--- config.mk ---
export PLATFORM = sky130hd
export DESIGN_NAME = cache_req_arb
export DESIGN_NICKNAME = d
export VERILOG_FILES = /design/src/rtl/cache_req_arb.sv
export SDC_FILE = /design/constraint.sdc
export NUM_CORES = 1
export LEC_CHECK = 0
export CAP_MARGIN = 10
export CORE_AREA = 3 3 151 153
export CTS_CLUSTER_SIZE = 40
export DETAILED_ROUTE_END_ITERATION = 12
export DIE_AREA = 0 0 154 156
export GPL_ROUTABILITY_DRIVEN = 0
export MAX_ROUTING_LAYER = met4
export SYNTH_ARGS = -nofsm -noshare
export SYNTH_HDL_FRONTEND = slang
export SYNTH_SLANG_ARGS = --single-unit
--- constraint.sdc ---
create_clock -name clk -period 7.3 [get_ports clk]
set_input_delay 1.095 -clock clk [delete_from_list [all_inputs] [get_ports clk]]
set_output_delay 1.095 -clock clk [all_outputs]
set_load 0.02 [all_outputs]
--- src/rtl/cache_req_arb.sv ---
// cache_req_arb: shares one cache request/response port between instruction
// fetch (port 0) and data access (port 1). Requests are granted round-robin.
// A grant stays locked while the cache stalls it. Responses are routed back
// through an in-order tag FIFO that records which port issued each request.

package cache_req_arb_pkg;

  typedef struct packed {
    logic [2:0]  msg_type;
    logic [7:0]  opaque;
    logic [31:0] addr;
    logic [1:0]  len;
    logic [31:0] data;
  } mem_req_4B_t;

  typedef struct packed {
    logic [2:0]  msg_type;
    logic [7:0]  opaque;
    logic [1:0]  test;
    logic [1:0]  len;
    logic [31:0] data;
  } mem_resp_4B_t;

endpackage

module cache_req_arb
  import cache_req_arb_pkg::*;
#(
  parameter int MAX_OUTSTANDING = 4
) (
  input  logic         clk,
  input  logic         rst,
  input  logic         req0_val,
  output logic         req0_rdy,
  input  mem_req_4B_t  req0_msg,
  input  logic         req1_val,
  output logic         req1_rdy,
  input  mem_req_4B_t  req1_msg,
  output logic         resp0_val,
  input  logic         resp0_rdy,
  output mem_resp_4B_t resp0_msg,
  output logic         resp1_val,
  input  logic         resp1_rdy,
  output mem_resp_4B_t resp1_msg,
  output logic         cachereq_val,
  input  logic         cachereq_rdy,
  output mem_req_4B_t  cachereq_msg,
  input  logic         cacheresp_val,
  output logic         cacheresp_rdy,
  input  mem_resp_4B_t cacheresp_msg
);

  localparam int PW = $clog2(MAX_OUTSTANDING);
  localparam logic [PW:0] CNT_MAX = (PW+1)'(MAX_OUTSTANDING);

  logic [PW-1:0]              wr_ptr_q, wr_ptr_d;
  logic [PW-1:0]              rd_ptr_q, rd_ptr_d;
  logic [PW:0]                count_q, count_d;
  logic [MAX_OUTSTANDING-1:0] tag_q, tag_d;
  logic                       prio_q, prio_d;
  logic                       lock_q, lock_d;
  logic                       lock_id_q, lock_id_d;

  logic win_vld;
  logic win_id;
  logic fifo_full;
  logic fifo_empty;
  logic head;
  logic push;
  logic pop;

  // Full/empty come from the registered count only, so a same-cycle pop
  // never opens a slot for a same-cycle push.
  assign fifo_full  = (count_q == CNT_MAX);
  assign fifo_empty = (count_q == '0);
  assign head       = tag_q[rd_ptr_q];

  // Winner selection: a locked grant holds; otherwise a lone requester wins,
  // and a tie goes to the port named by the round-robin pointer.
  always_comb begin
    win_vld = 1'b0;
    win_id  = 1'b0;
    if (lock_q) begin
      win_id  = lock_id_q;
      win_vld = lock_id_q ? req1_val : req0_val;
    end else if (req0_val && req1_val) begin
      win_vld = 1'b1;
      win_id  = prio_q;
    end else if (req0_val) begin
      win_vld = 1'b1;
      win_id  = 1'b0;
    end else if (req1_val) begin
      win_vld = 1'b1;
      win_id  = 1'b1;
    end
  end

  // Request-side outputs; every val/rdy is forced low while reset is held.
  assign cachereq_val = rst & win_vld & ~fifo_full;
  assign req0_rdy     = rst & win_vld & ~win_id & ~fifo_full & cachereq_rdy;
  assign req1_rdy     = rst & win_vld &  win_id & ~fifo_full & cachereq_rdy;
  assign cachereq_msg = !win_vld ? '0 : (win_id ? req1_msg : req0_msg);

  // Response-side outputs: only the port whose tag is at the FIFO head sees
  // a valid, and the cache is back-pressured by that port's ready alone.
  assign resp0_val     = rst & cacheresp_val & ~fifo_empty & ~head;
  assign resp1_val     = rst & cacheresp_val & ~fifo_empty &  head;
  assign resp0_msg     = cacheresp_msg;
  assign resp1_msg     = cacheresp_msg;
  assign cacheresp_rdy = rst & ~fifo_empty & (head ? resp1_rdy : resp0_rdy);

  assign push = cachereq_val & cachereq_rdy;
  assign pop  = cacheresp_val & cacheresp_rdy;

  // Next-state: tag FIFO bookkeeping, round-robin pointer and grant lock.
  always_comb begin
    wr_ptr_d  = wr_ptr_q;
    rd_ptr_d  = rd_ptr_q;
    tag_d     = tag_q;
    prio_d    = prio_q;
    count_d   = count_q + {{PW{1'b0}}, push} - {{PW{1'b0}}, pop};
    // A presented-but-stalled request pins the grant; acceptance releases it.
    lock_d    = cachereq_val & ~cachereq_rdy;
    lock_id_d = win_id;
    if (push) begin
      tag_d[wr_ptr_q] = win_id;
      wr_ptr_d        = wr_ptr_q + PW'(1);
      prio_d          = ~win_id;
    end
    if (pop) begin
      rd_ptr_d = rd_ptr_q + PW'(1);
    end
  end

  // State registers; asynchronous reset discards all in-flight tags.
  always_ff @(posedge clk or negedge rst) begin
    if (!rst) begin
      wr_ptr_q  <= '0;
      rd_ptr_q  <= '0;
      count_q   <= '0;
      tag_q     <= '0;
      prio_q    <= 1'b0;
      lock_q    <= 1'b0;
      lock_id_q <= 1'b0;
    end else begin
      wr_ptr_q  <= wr_ptr_d;
      rd_ptr_q  <= rd_ptr_d;
      count_q   <= count_d;
      tag_q     <= tag_d;
      prio_q    <= prio_d;
      lock_q    <= lock_d;
      lock_id_q <= lock_id_d;
    end
  end

endmodule

==> notes.md, run 1 <==
Item: results of the latest flow run.

- The share of total power dissipated in sequential elements is 0.150.
- The termination of the worst setup path is cachereq_msg[20].
- In the layout the commonest cells are 244 x clkdlybuf4s50_1, 156 x nand2_1, 77 x a21oi_1.
- TritonCTS built the clock tree.
- Summing over the stages, the warning tally comes to 29.
- Traced cell by cell, the critical path runs through clkdlybuf4s50_1 -> nand2b_1 -> o21a_4 -> inv_2 -> buf_4 -> nand2_1 -> a21oi_1 -> clkdlybuf4s50_1.
- The worst reg-to-reg path cell count is 11.
- The final tally of hold violations is 0.
- Synthesis inferred 14 register bits.
- The required time reported for the critical path endpoint is 6.20 ns.
- The report lists the power per cell area as 214 nW/µm².
- The total of max-cap violations is 0.
- The endpoint of the lowest-slack register-to-register path is count_q[2].
- The chip footprint is ~24000 µm².
- The first-iteration detailed-routing DRC count is 257.
- The synthesized instance count is 424.
- The maximum fanout along the worst path is 51.
- The switching power share of the total is 0.451.
- The cell occurring most often along the worst timing path is clkdlybuf4s50_1.
- The number of antenna violations at the first check in global routing is 0.
- The die is 156 µm tall.
- The type recorded for the worst min-delay path is flip-flop to flip-flop.
- From synthesis to final layout, the design area changed by 81.4%.
- The net count after synthesis is 640.
- The remaining global-route overflow is 0.
- At the end of the flow, the number of nets in the layout was 773.
- The fraction of power consumed by combinational cells is 0.750.
- The number of nets still failing antenna checks after routing is 0.
- The clock period could shrink to 5.06 ns.
- A synthesized cell averages 6.10 µm².
- The worst-path cell with the longest stage delay is clkdlybuf4s50_1.
- The transition time recorded at the tightest slew-check pin is 0.988 ns.
- In this design, the largest share of critical-path delay is due to buffers and inverters.
- The number of distinct library cell variants in the gate-level netlist after synthesis is 33.
- The overall power is 1.01 mW.
- The top achievable clock speed is 198 MHz.
- STA classifies the critical path endpoint as an output port.
- The worst register-to-register path begins at lock_q.
- The longest clock path from root to sink contains 2 buffers.
- The synthesized netlist has a Yosys-reported chip area of roughly 2600 µm².
- The wire length after detailed routing is 12.5 mm.
- The count of warnings emitted by yosys is 0.
- The first TritonRoute pass finished after 4 iterations.
- The data arrival at the endpoint of the critical path is 3.96 ns.
- The DRC violation count after routing is 0.
- The flow ran to the end, and the final reports show no timing, DRC or antenna violations.
- The placed wire-length estimate after detailed placement is 10.3 mm.
- The number of buffers added for setup after CTS is 0.
- The floorplan utilization is 0.119.
- Summing every instance area after synthesis gives 2590 µm².
- The count of pins over their slew limit is 0.
- The type of the worst setup path is input port to output port.
- The sort of element at the start of the critical path is an input port.
- Cell internal power was estimated by the tool at between 500 and 600 µW.
- For flop-to-flop paths, the worst setup slack is about 4.1 ns.
- The width of the die is 154 µm.
- On the worst setup and hold paths after CTS, the clock-pin slew comes to approximately 0.040 ns.
- Of the cells placed in the final design, the portion with a size suffix greater than 1 is 0.0234.
- All stages included, the depth of the critical timing path comes to 8.
- The final hold slack is 0.523 ns.
- Together, buffers and inverters on the worst path number 4.
- The final sum of negative setup slack is 0 ns.
- The launch point of the critical path is req1_val.
- The share of the clock period used by the worst path is 0.693.
- In this run the number of H-tree levels came out at 1.
- According to the floorplan log, the row count is 54.
- From the final report, the count of setup violators was given as 0.
- Using the TritonRoute via totals, the vias-per-cell ratio works out to 3.77.
- The leakage power summed over all cells is 1.83 nW.
- The sequential fraction of the synthesis area is 0.135.
- The share of total power dissipated in the clock network is 0.100.
- The post-detailed-route wirelength per cell is 15.0 µm.
- Post-CTS repair ended up resizing 0 cells.
- The commonest non-fill, non-tap cell in the layout is clkdlybuf4s50_1.
- The final antenna diode tally reported by the flow is 0.
run 1: how the worst min path moves through the flow:
stage	from	to	slack, ns	cells after the start
2_1_floorplan	prio_q	prio_q	0.48	1
3_3_place_gp	rd_ptr_q[0]	rd_ptr_q[0]	0.51	1
3_5_place_dp	rd_ptr_q[0]	rd_ptr_q[0]	0.51	1
4_1_cts	rd_ptr_q[0]	rd_ptr_q[0]	0.52	1
5_1_grt	rd_ptr_q[0]	rd_ptr_q[0]	0.54	1
6_report	rd_ptr_q[0]	rd_ptr_q[0]	0.52	1
run 1: power groups by stage:
stage | Combinational [mW] | Sequential (mW) | Clock [mW]
2_1_floorplan | 0.489 | 0.141 | 0
3_3_place_gp | 0.753 | 0.149 | 0
3_5_place_dp | 0.760 | 0.150 | 0
4_1_cts | 0.765 | 0.150 | 0.101
5_1_grt | 0.823 | 0.157 | 0.106
6_report | 0.755 | 0.150 | 0.101
run 1: stage by stage:
| stage | setup WS (ns) | instances | utilization | cell area [µm²] |
|---|---|---|---|---|
| after detailed placement | 2.21 | 832 | 0.213 | 4620 |
| after floorplan | 3.92 | 424 | - | 2590 |
| after global routing | 2.02 | 835 | 0.216 | 4690 |
| after CTS | 2.22 | 835 | 0.216 | 4690 |
| final | 2.24 | 835 | 0.216 | 4690 |
| after global placement | 2.21 | 832 | 0.213 | 4620 |
run 1: logic make-up after synthesis:
family / share of synthesized area
xor+xnor: 0.0135
compound gates: 0.196
flops: 0.135
buf+inv: 0.326
simple gates: 0.258
mux: 0.0348
fa+ha+maj: 0.0368
run 1: routing by layer:
metal | GRT usage | wire, µm | up-vias
li1 | - | - | 1537
met1 | 0.102 | 4560 | 1369
met2 | 0.161 | 5950 | 212
met3 | 0.0480 | 1720 | 28
met4 | 0.0244 | 289 | 0
met5 | - | 0 | -
run 1: area by class of cell:
cell class                      count  area (µm²)
Clock buffer                        3        75.1
Inverter                            7        26.3
Multi-Input combinational cell    283        1420
Timing Repair Buffer              248        2470
Fill cell                        2470       17000
Sequential cell                    14         350
Tap cell                          280         350
run 1: sequential cells by signal, indices dropped and copies added, names as in the netlist:
signal / count
tag_q: 4
lock_id_q: 1
rd_ptr_q: 2
prio_q: 1
count_q: 3
lock_q: 1
wr_ptr_q: 2
run 1: synth_stat cells:
cell type	count	area, µm²
xnor2_1	3	26.3
nor2_1	7	26.3
a31oi_1	4	25.0
o311ai_0	1	8.76
buf_2	5	25.0
nor3b_1	1	7.51
a41oi_1	4	35.0
dfrtp_1	14	350
inv_1	6	22.5
o21ai_0	1	5.00
clkbuf_1	16	60.1
nor2b_1	2	12.5
a2bb2oi_1	1	8.76
a21boi_0	1	7.51
a21oi_1	77	385
nand2b_1	1	6.26
nor3_1	1	5.00
buf_4	94	706
and3_1	1	6.26
and2_4	1	8.76
buf_6	1	11.3
mux2_4	2	30.0
o21a_1	1	7.51
nand2_1	156	586
mux2i_1	6	60.1
or3b_1	1	8.76
o2bb2ai_1	1	8.76
xor2_1	1	8.76
inv_2	1	3.75
o31ai_1	2	15.0
ha_1	6	75.1
buf_1	4	15.0
fa_1	1	20.0
Fig. 1: run 1, the clock network
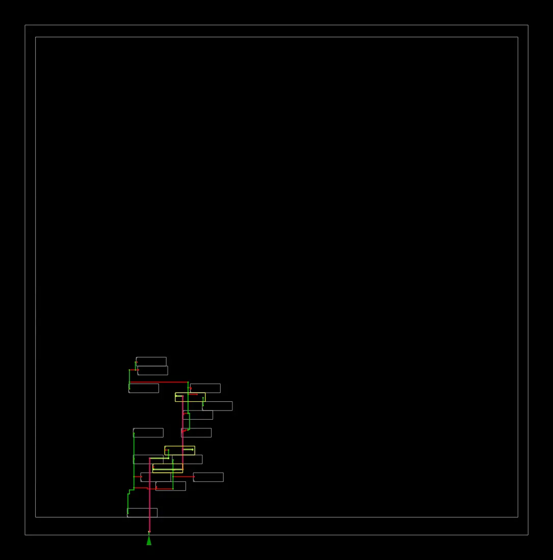
total number of clock tree sinks: 14
worst-skew pair later-pin latency: 0.24 ns
reported clock group power: 101 µW
number of buffers inserted during clock tree synthesis: 3
Max Clock Skew: 0.00300 ns

Fig. 2: run 1, cells coloured by class
Scale: 2 px per µm. Fill, decap, tap and diode cells in grey.
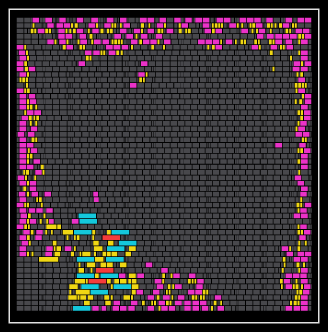
[other buffers and delay cells] magenta | cells: 248
[flops] cyan | cells: 14
[clock drivers] red | cells: 3
[combinational and other logic] yellow | cells: 290
flip-flop and latch share of the layout cell area: 0.0746
post-route design area: 4690 µm²
floorplan core area: 21700 µm²

Fig. 3: run 1, wires at chosen ports, followed through buffers
Scale: 2 px per µm.
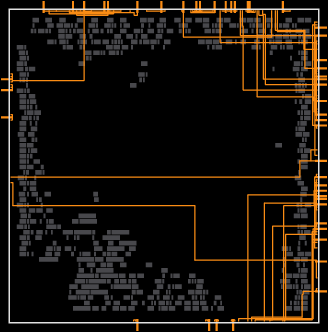
[resp0_msg] orange | bits: 47 | direction: output | edge: 23 right, 17 top, 4 bottom, 3 left | end cells: 0 | buffers: 0 | wire: 2210 µm
quantity of I/O buffers inserted on ports: 244
Top-Level Pins: 386

--- run 2 (diff from run 1) ---
--- a/config.mk
+++ b/config.mk
@@ -6,10 +6,10 @@
 export NUM_CORES = 1
 export LEC_CHECK = 0
 export CAP_MARGIN = 10
-export CORE_AREA = 3 3 151 153
+export CORE_AREA = 3 3 150 152
 export CTS_CLUSTER_SIZE = 40
 export DETAILED_ROUTE_END_ITERATION = 12
-export DIE_AREA = 0 0 154 156
+export DIE_AREA = 0 0 153 155
 export GPL_ROUTABILITY_DRIVEN = 0
 export MAX_ROUTING_LAYER = met4
 export SYNTH_ARGS = -nofsm -noshare
==> constraint.sdc (replaced) <==
create_clock -name clk -period 4.1 [get_ports clk]
set_input_delay 0.615 -clock clk [delete_from_list [all_inputs] [get_ports clk]]
set_output_delay 0.615 -clock clk [all_outputs]
set_load 0.02 [all_outputs]
==> notes.md, run 2 <==
Item: results of the latest flow run.

- Run status: finished, final reports clean (unchanged).
- The leakage power summed over all cells is 1.86 nW (was 1.83 nW).
- Most instantiated logic cells after routing: 244 x clkdlybuf4s50_1, 156 x nand2_1, 77 x a21oi_1 (unchanged).
- The main combinational cell family by area after synthesis was buffers and inverters (unchanged).
- The share of synthesized registers carrying an async set or reset is 1.00 (unchanged).
- Cell Chain, Critical Path: clkdlybuf4s50_1 -> a21boi_0 -> a2bb2oi_1 -> and3_1 -> inv_1 -> nor2_1 -> clkdlybuf4s50_1 (was clkdlybuf4s50_1 -> nand2b_1 -> o21a_4 -> inv_2 -> buf_4 -> nand2_1 -> a21oi_1 -> clkdlybuf4s50_1).
- The flip-flop cell with the highest count after synthesis is dfrtp_1 (unchanged).
- The required time reported for the critical path endpoint is 3.48 ns (was 6.20 ns).
- The post-cts resize count is 0 (unchanged).
- The number of optimization iterations in the first detailed-route pass was 4 (unchanged).
- The number of top-level pins was 386 (unchanged).
- The sort of element at the start of the critical path is an input port (unchanged).
- The share of layout cells above drive strength 1 was 0.0304 (was 0.0234).
- The reg2reg setup slack is 1.23 ns (was 4.06 ns).
- The antenna diode instance count is 0 (unchanged).
- For the finished layout, the period the worst path requires is 3.55 ns.
- The critical hold path startpoint is prio_q (was rd_ptr_q[0]).
- The final setup violation count was 0 (unchanged).
- The sort of element at the end of the critical path is an output port (unchanged).
- The number of distinct library cell variants in the gate-level netlist after synthesis is 33 (unchanged).
- The chip height is 155 µm (was 156 µm).
- The wire length after detailed routing is 12.4 mm (was 12.5 mm).
- The net count after synthesis came to 640 (unchanged).
- Largest registers ranked by flip-flop count: tag_q x4, count_q x3 (unchanged).
- The TritonCTS clock tree is done (unchanged).
- The endpoint of the lowest-slack register-to-register path is count_q[2] (unchanged).
- The summed instance area of the synthesized netlist was 2590 µm² (unchanged).
- The floorplan utilization is 0.122 (was 0.119).
- The cell occurring most often along the worst timing path is clkdlybuf4s50_1 (unchanged).
- The post-synthesis average cell area came to 6.10 µm² (unchanged).
- The number of antenna violations at the first check in global routing came to 0 (unchanged).
- The post-detailed-route wirelength per cell is 14.8 µm (was 15.0 µm).
- The area fraction in and, or, nand and nor cells was 0.258 (unchanged).
- The count of warnings emitted by yosys is 0 (unchanged).
- The count of cells along the worst hold path was 1 (unchanged).
- The startpoint of the worst-slack reg-to-reg timing path is count_q[1] (was lock_q).
- The data arrival at the endpoint of the critical path is 2.93 ns (was 3.96 ns).
- The synthesis-to-layout area growth is 83.6% (was 81.4%).
- The largest clock skew in the final design is 0.00305 ns (was 0.00300 ns).
- The first-iteration detailed-routing DRC count is 197 (was 257).
- The worst-case clock buffer depth was 2 (unchanged).
- The chip area from the yosys synthesis statistics is 2590 µm² (unchanged).
- The non-filler instance count after layout is 834 (was 835).
- The register bit count reported by yosys is 14 (unchanged).
- The type of the worst setup path is input port to output port (unchanged).
- The final layout net count is 776 (was 773).
- The placed wire-length estimate after detailed placement is 10.2 mm (was 10.3 mm).
- Top cells, area: buf_4 27%, nand2_1 23%, a21oi_1 15% (unchanged).
- The worst reg-to-reg path cell count is 9 (was 11).
- The total placed instance area is 4660 µm² (was 4620 µm²).
- The actual slew at the worst max-slew pin came to 1.06 ns (was 0.988 ns).
- The clock transition at the registers of the reported paths came to 0.05 ns (was 0.04 ns).
- The and-or/or-and share of the synthesized area is 0.196 (unchanged).
- The insertion delay at the late pin of the worst-skew pair is 0.24 ns (about the same).
- The top achievable clock speed is 282 MHz.
- The synthesized instance count is 424 (unchanged).
- The number of enable-type register cells in the synthesized netlist is 0 (unchanged).
- The mux cell area share after synthesis is 0.0348 (unchanged).
- The count of pins over their slew limit is 0 (unchanged).
- The tally of buffers added on design ports is 244 (unchanged).
- The share of the clock period used by the worst path is 0.865.
- The adder-cell area share of the yosys netlist is 0.0368 (unchanged).
- The placeable core area is 21200 µm² (was 21700 µm²).
- The cell count after placement is 830 (was 832).
- The number of buffers added for setup after CTS came to 0 (unchanged).
- The ratio of total power to cell area came to 385 nW/µm² (was 214 nW/µm²).
- The count of warning messages emitted by the tools was 29 (unchanged).
- The via density per instance is 3.79 (was 3.77).
- The width of the die came to 153 µm (was 154 µm).
- The clock buffer count from CTS was 3 (unchanged).
- The number of flip-flops under the largest register name is 4 (unchanged).
## run 2: metrics by stage
| stage | worst slack, ns | hold WS (ns) | utilization |
|---|---|---|---|
| after floorplan | 1.35 | 0.319 | - |
| after global placement | 0.573 | 0.508 | 0.220 |
| after detailed placement | 0.547 | 0.505 | 0.220 |
| after CTS | 0.546 | 0.517 | 0.225 |
| after global routing | 0.349 | 0.547 | 0.225 |
| final | 0.555 | 0.510 | 0.225 |
## run 2: how the worst max path moves through the flow
stage | startpoint | end | slack, ns | cells past startpoint
finish | req0_val | req1_rdy | 0.55 | 7
global route | req0_val | req0_rdy | 0.35 | 7
CTS | req0_val | req0_rdy | 0.55 | 7
detailed placement | req0_val | req0_rdy | 0.55 | 7
global placement | req0_val | req0_rdy | 0.57 | 7
floorplan | req0_val | count_q[2] | 1.35 | 12
## run 2: metal layers
layer	wire length (µm)	share of wire	global-route usage	vias up
met3	1570	0.13	0.0406	8
met1	4620	0.37	0.110	1344
met2	6060	0.49	0.172	269
met5	0	0	-	-
li1	-	-	-	1542
met4	123	0.0099	0.0136	0
## run 2: area by class of cell
type	count	area [µm²]
fill	2357	16400
timing repair buffer	251	2520
multi-input combinational	283	1420
sequential	14	350
tap	275	344
clock buffer	4	88.8
inverter	7	26.3
## run 2: cells by family (layout without fill, tap and decap cells)
kind of cell	count (synthesis)	count (layout)
DFF	14	14
buffers and inverters	127	262
AOI/OAI and AO/OA	93	93
and+or+nand+nor	171	171
muxes	8	8
adders and majority gates	7	7
xor gates and xnor gates	4	4
## run 2: power breakdown
part	internal [mW]	total, mW	switching, mW	leakage [nW]
combinational	0.667	1.36	0.690	1.65
clock	0.148	0.203	0.0555	0.0442
sequential	0.206	0.268	0.0620	0.165
total	1.02	1.83	0.808	1.86
## run 2: critical path: cells and delay by family
| kind | cells | cell delay [ns] |
|---|---|---|
| compound gates | 2 | 0.80 |
| simple gates | 2 | 0.34 |
| buf+inv | 3 | 1.17 |
Fig. 4: run 2, wires at chosen ports, followed through buffers
Scale: 2 px per µm.
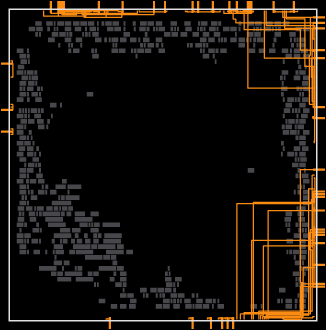
[resp0_msg] orange | bits: 47 | direction: output | edge: 19 right, 19 top, 6 bottom, 3 left | end cells: 0 | buffers: 0 | wire: 1970 µm

Fig. 5: run 2, cells coloured by class
Scale: 2 px per µm. Fill, decap, tap and diode cells in grey.
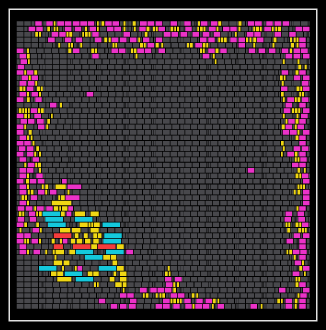
post-route design area: 4750 µm²
# rows: 53
flip-flop and latch share of the layout cell area: 0.0738

--- run 3 (diff from run 2) ---
--- a/config.mk
+++ b/config.mk
@@ -5,13 +5,13 @@
 export SDC_FILE = /design/constraint.sdc
 export NUM_CORES = 1
 export LEC_CHECK = 0
-export CAP_MARGIN = 10
 export CORE_AREA = 3 3 150 152
 export CTS_CLUSTER_SIZE = 40
 export DETAILED_ROUTE_END_ITERATION = 12
 export DIE_AREA = 0 0 153 155
 export GPL_ROUTABILITY_DRIVEN = 0
 export MAX_ROUTING_LAYER = met4
+export SLEW_MARGIN = 20
 export SYNTH_ARGS = -nofsm -noshare
 export SYNTH_HDL_FRONTEND = slang
 export SYNTH_SLANG_ARGS = --single-unit
==> notes.md, run 3 <==
Item: results of the latest flow run.

- The count of warning messages emitted by the tools was 29 (unchanged).
- The DRC violation count after routing is 0 (unchanged).
- The synthesized instance count is 424 (unchanged).
- The number of global-route vias before repair was 3262 (unchanged).
- The via density per instance is 3.79 (unchanged).
- The floorplan utilization is 0.122 (unchanged).
- The mux cell area share after synthesis is 0.0348 (unchanged).
- The number of enable-type register cells in the synthesized netlist is 0 (unchanged).
- The fraction of power consumed by the clock network is 0.111 (about the same).
- The clock transition at the registers of the reported paths is 0.05 ns (about the same).
- The chip footprint was 23700 µm² (unchanged).
- The chip area from the yosys synthesis statistics was 2590 µm² (unchanged).
- The number of levels the H-tree was split into is 1 (unchanged).
- The total of max-cap violations is 0 (unchanged).
- The worst-case clock buffer depth is 2 (unchanged).
- The cell type with the largest total area after synthesis is buf_4 (unchanged).
- The final tally of hold violations is 0 (unchanged).
- The number of optimization iterations in the first detailed-route pass is 4 (unchanged).
- The class of the most critical hold timing path is flip-flop to flip-flop (unchanged).
- The number of fill cells in the layout is 2357 (unchanged).
- The first-pass GRT wire length is 18.7 mm (unchanged).
- The width of the die came to 153 µm (unchanged).
- The row count came to 53 (unchanged).
- The summed instance area of the synthesized netlist is 2590 µm² (unchanged).
- The count of pins over their slew limit is 0 (unchanged).
- The storage element area came to 350 µm² (unchanged).
- The sequential group share of total power came to 0.146 (about the same).
- The total area of multi-input combinational cells is 1420 µm² (unchanged).
- The data arrival at the endpoint of the critical path is 2.93 ns (about the same).
- The final setup violation count is 0 (unchanged).
- The cell-internal power is 1.02 mW (unchanged).
- The relative slew slack came to 0.285 (unchanged).
- The register bank with the most flops is tag_q (unchanged).
- The sequential fraction of the synthesis area is 0.135 (unchanged).
- The commonest non-fill, non-tap cell in the layout is clkdlybuf4s50_1 (unchanged).
- The insertion delay at the late pin of the worst-skew pair came to 0.24 ns (about the same).
- The leakage power summed over all cells is 1.86 nW (unchanged).
- The synthesis-to-layout area growth is 83.6% (unchanged).
- The share of the clock period used by the worst path is 0.865 (unchanged).
- The net count after synthesis came to 640 (unchanged).
- The fraction of power consumed by combinational cells is 0.742 (about the same).
- The share of layout cells above drive strength 1 came to 0.0304 (unchanged).
- The switching power share of the total is 0.442 (unchanged).
- The register bit count reported by yosys is 14 (unchanged).
- The root buffer cell was clkbuf_16 (unchanged).
- The maximum vdd drop is 0.000219 V (unchanged).
- The power spent charging and discharging nets is 808 µW (unchanged).
- The and-or/or-and share of the synthesized area is 0.196 (unchanged).
- The antenna diode instance count is 0 (unchanged).
- Top cells by count, synth: 156 x nand2_1, 94 x buf_4, 77 x a21oi_1 (unchanged).
- The reg2reg setup slack was 1.23 ns (about the same).
- The ratio of total power to cell area is 385 nW/µm² (unchanged).
- The tally of buffers added on design ports was 244 (unchanged).
- The most frequent cell after synthesis is nand2_1 (unchanged).
- The fraction of synthesized cell area taken by the top area cell type came to 0.273 (unchanged).
- The final hold slack is 0.510 ns (unchanged).
- The remaining global-route overflow is 0 (unchanged).
- The area fraction in and, or, nand and nor cells was 0.258 (unchanged).
- Setup repair after global routing missed its margin: no (unchanged).
- The final layout net count is 776 (unchanged).
- The placed wire-length estimate after detailed placement is 10.2 mm (unchanged).
- The top achievable clock speed is 282 MHz (unchanged).
- The maximum fanout along the worst path is 5 (unchanged).
- The number of nets still failing antenna checks after routing is 0 (unchanged).
- The share of synthesized registers carrying an async set or reset was 1.00 (unchanged).
- The number of buffers added for setup after CTS is 0 (unchanged).
- The flip-flop cell with the highest count after synthesis is dfrtp_1 (unchanged).
- The overall global routing resource usage came to 0.0991 (unchanged).
- The largest clock skew in the final design is 0.00305 ns (unchanged).
- Top cells, area: buf_4 27%, nand2_1 23%, a21oi_1 15% (unchanged).
- The number of flip-flops under the largest register name is 4 (unchanged).
- The adder-cell area share of the yosys netlist is 0.0368 (unchanged).
- The first-iteration detailed-routing DRC count is 197 (unchanged).
- The type of the worst setup path is input port to output port (unchanged).
- The number of top-level pins was 386 (unchanged).
- The number of antenna violations at the first check in global routing was 0 (unchanged).
- The final critical-path required period is 3.55 ns (unchanged).
- The post-detailed-route wirelength per cell is 14.8 µm (unchanged).
- Most instantiated logic cells after routing: 244 x clkdlybuf4s50_1, 156 x nand2_1, 77 x a21oi_1 (unchanged).
- Run status: finished, final reports clean (unchanged).
- The number of distinct library cell variants in the gate-level netlist after synthesis is 33 (unchanged).
- The main combinational cell family by area after synthesis is buffers and inverters (unchanged).
- The clock buffer count from CTS was 3 (unchanged).
- The actual slew at the worst max-slew pin came to 1.06 ns (unchanged).
- The chip height is 155 µm (unchanged).
- The post-synthesis share of cell area spent on xor and xnor gates is 0.0135 (unchanged).
- The number of cells in Yosys stat was 424 (unchanged).
- Largest registers ranked by flip-flop count: tag_q x4, count_q x3 (unchanged).
- The sort of element at the start of the critical path is an input port (unchanged).
- The required time reported for the critical path endpoint is 3.48 ns (about the same).
- The post-synthesis average cell area is 6.10 µm² (unchanged).
- The TritonCTS clock tree was done (unchanged).
- The pin count of the biggest net entering global routing is 80 (unchanged).
- The count of warnings emitted by yosys is 0 (unchanged).
- The number of sinks driven by the clock tree is 14 (unchanged).
- The final sum of negative setup slack came to 0 ns (unchanged).
- The post-cts resize count is 0 (unchanged).
- The sort of element at the end of the critical path is an output port (unchanged).
- The post-cts hold-fix buffer tally is 0 (unchanged).
-- run 3: cell counts in the layout (fill, tap and decap cells not counted) --
Identical to the previous run, type by type.
-- run 3: cell type report --
class	instances	share of cell area
multi-input combinational	283	0.299
timing repair buffer	251	0.531
tap	275	0.0724
inverter	7	0.00553
clock buffer	4	0.0187
sequential	14	0.0738
-- run 3: cell families (layout without fill, tap and decap cells) --
group           after synthesis  in the layout
simple gates                171            171
flops                        14             14
fa+ha+maj                     7              7
buf+inv                     127            262
compound gates               93             93
mux                           8              8
xor+xnor                      4              4
-- run 3: metrics by stage --
stage / total power [mW] / setup slack, ns / utilization / instance area (µm²) / std cells
after floorplan: 1.12 / 1.35 / - / 2590 / 424
after global placement: 1.63 / 0.573 / 0.220 / 4660 / 830
after detailed placement: 1.64 / 0.547 / 0.220 / 4660 / 830
after CTS: 1.85 / 0.546 / 0.225 / 4750 / 834
after global routing: 1.98 / 0.349 / 0.225 / 4750 / 834
final: 1.83 / 0.555 / 0.225 / 4750 / 834
-- run 3: path summary, 6_finish.rpt --
kind                            start  cells past startpoint     endpoint
setup / recovery             req0_val                      7     req1_rdy
hold / removal                 prio_q                      1       prio_q
setup reg to reg           count_q[1]                      9   count_q[2]
hold reg to reg                prio_q                      1       prio_q
max in group asynchronous         rst                      2     tag_q[0]
min in group asynchronous         rst                      1  wr_ptr_q[1]
-- run 3: worst max-delay path, stage by stage --
cell,delay (ns)
clkdlybuf4s50_1,0.48
a21boi_0,0.40
a2bb2oi_1,0.40
and3_1,0.25
inv_1,0.08
nor2_1,0.09
clkdlybuf4s50_1,0.61
-- run 3: power by group through the flow --
| stage | Clock (mW) | Sequential, mW | Combinational, mW |
|---|---|---|---|
| floorplan | 0 | 0.251 | 0.870 |
| global placement | 0 | 0.267 | 1.36 |
| detailed placement | 0 | 0.269 | 1.37 |
| CTS | 0.206 | 0.267 | 1.38 |
| global route | 0.213 | 0.280 | 1.49 |
| finish | 0.203 | 0.268 | 1.36 |
-- run 3: metal layers --
layer / part of all wire / vias to the layer above / track usage
li1: - / 1542 / -
met1: 0.37 / 1344 / 0.110
met2: 0.49 / 269 / 0.172
met3: 0.13 / 8 / 0.0406
met4: 0.0099 / 0 / 0.0136
met5: 0 / - / -
Fig. 6: run 3, cells coloured by class
Scale: 2 px per µm. Fill, decap, tap and diode cells in grey.
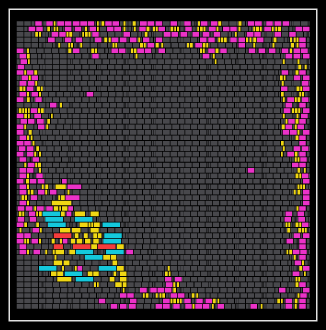
floorplan core area: 21200 µm²
fin util: 0.225

Fig. 7: run 3, the metal 2 layer
Scale: 3 px per µm. Cells faint in the background.
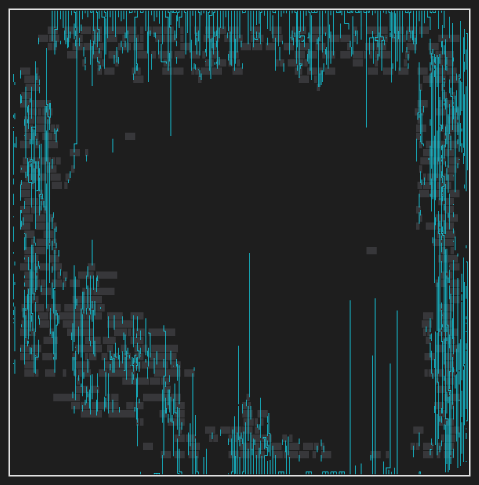
longest straight run: 63.2 µm
share of all routed wire: 49%
via count: 3163
post-detailed-routing wire length: 12.4 mm
GR met2 Demand/Resource: 0.172

Power is estimated from default activity; no workload was simulated.
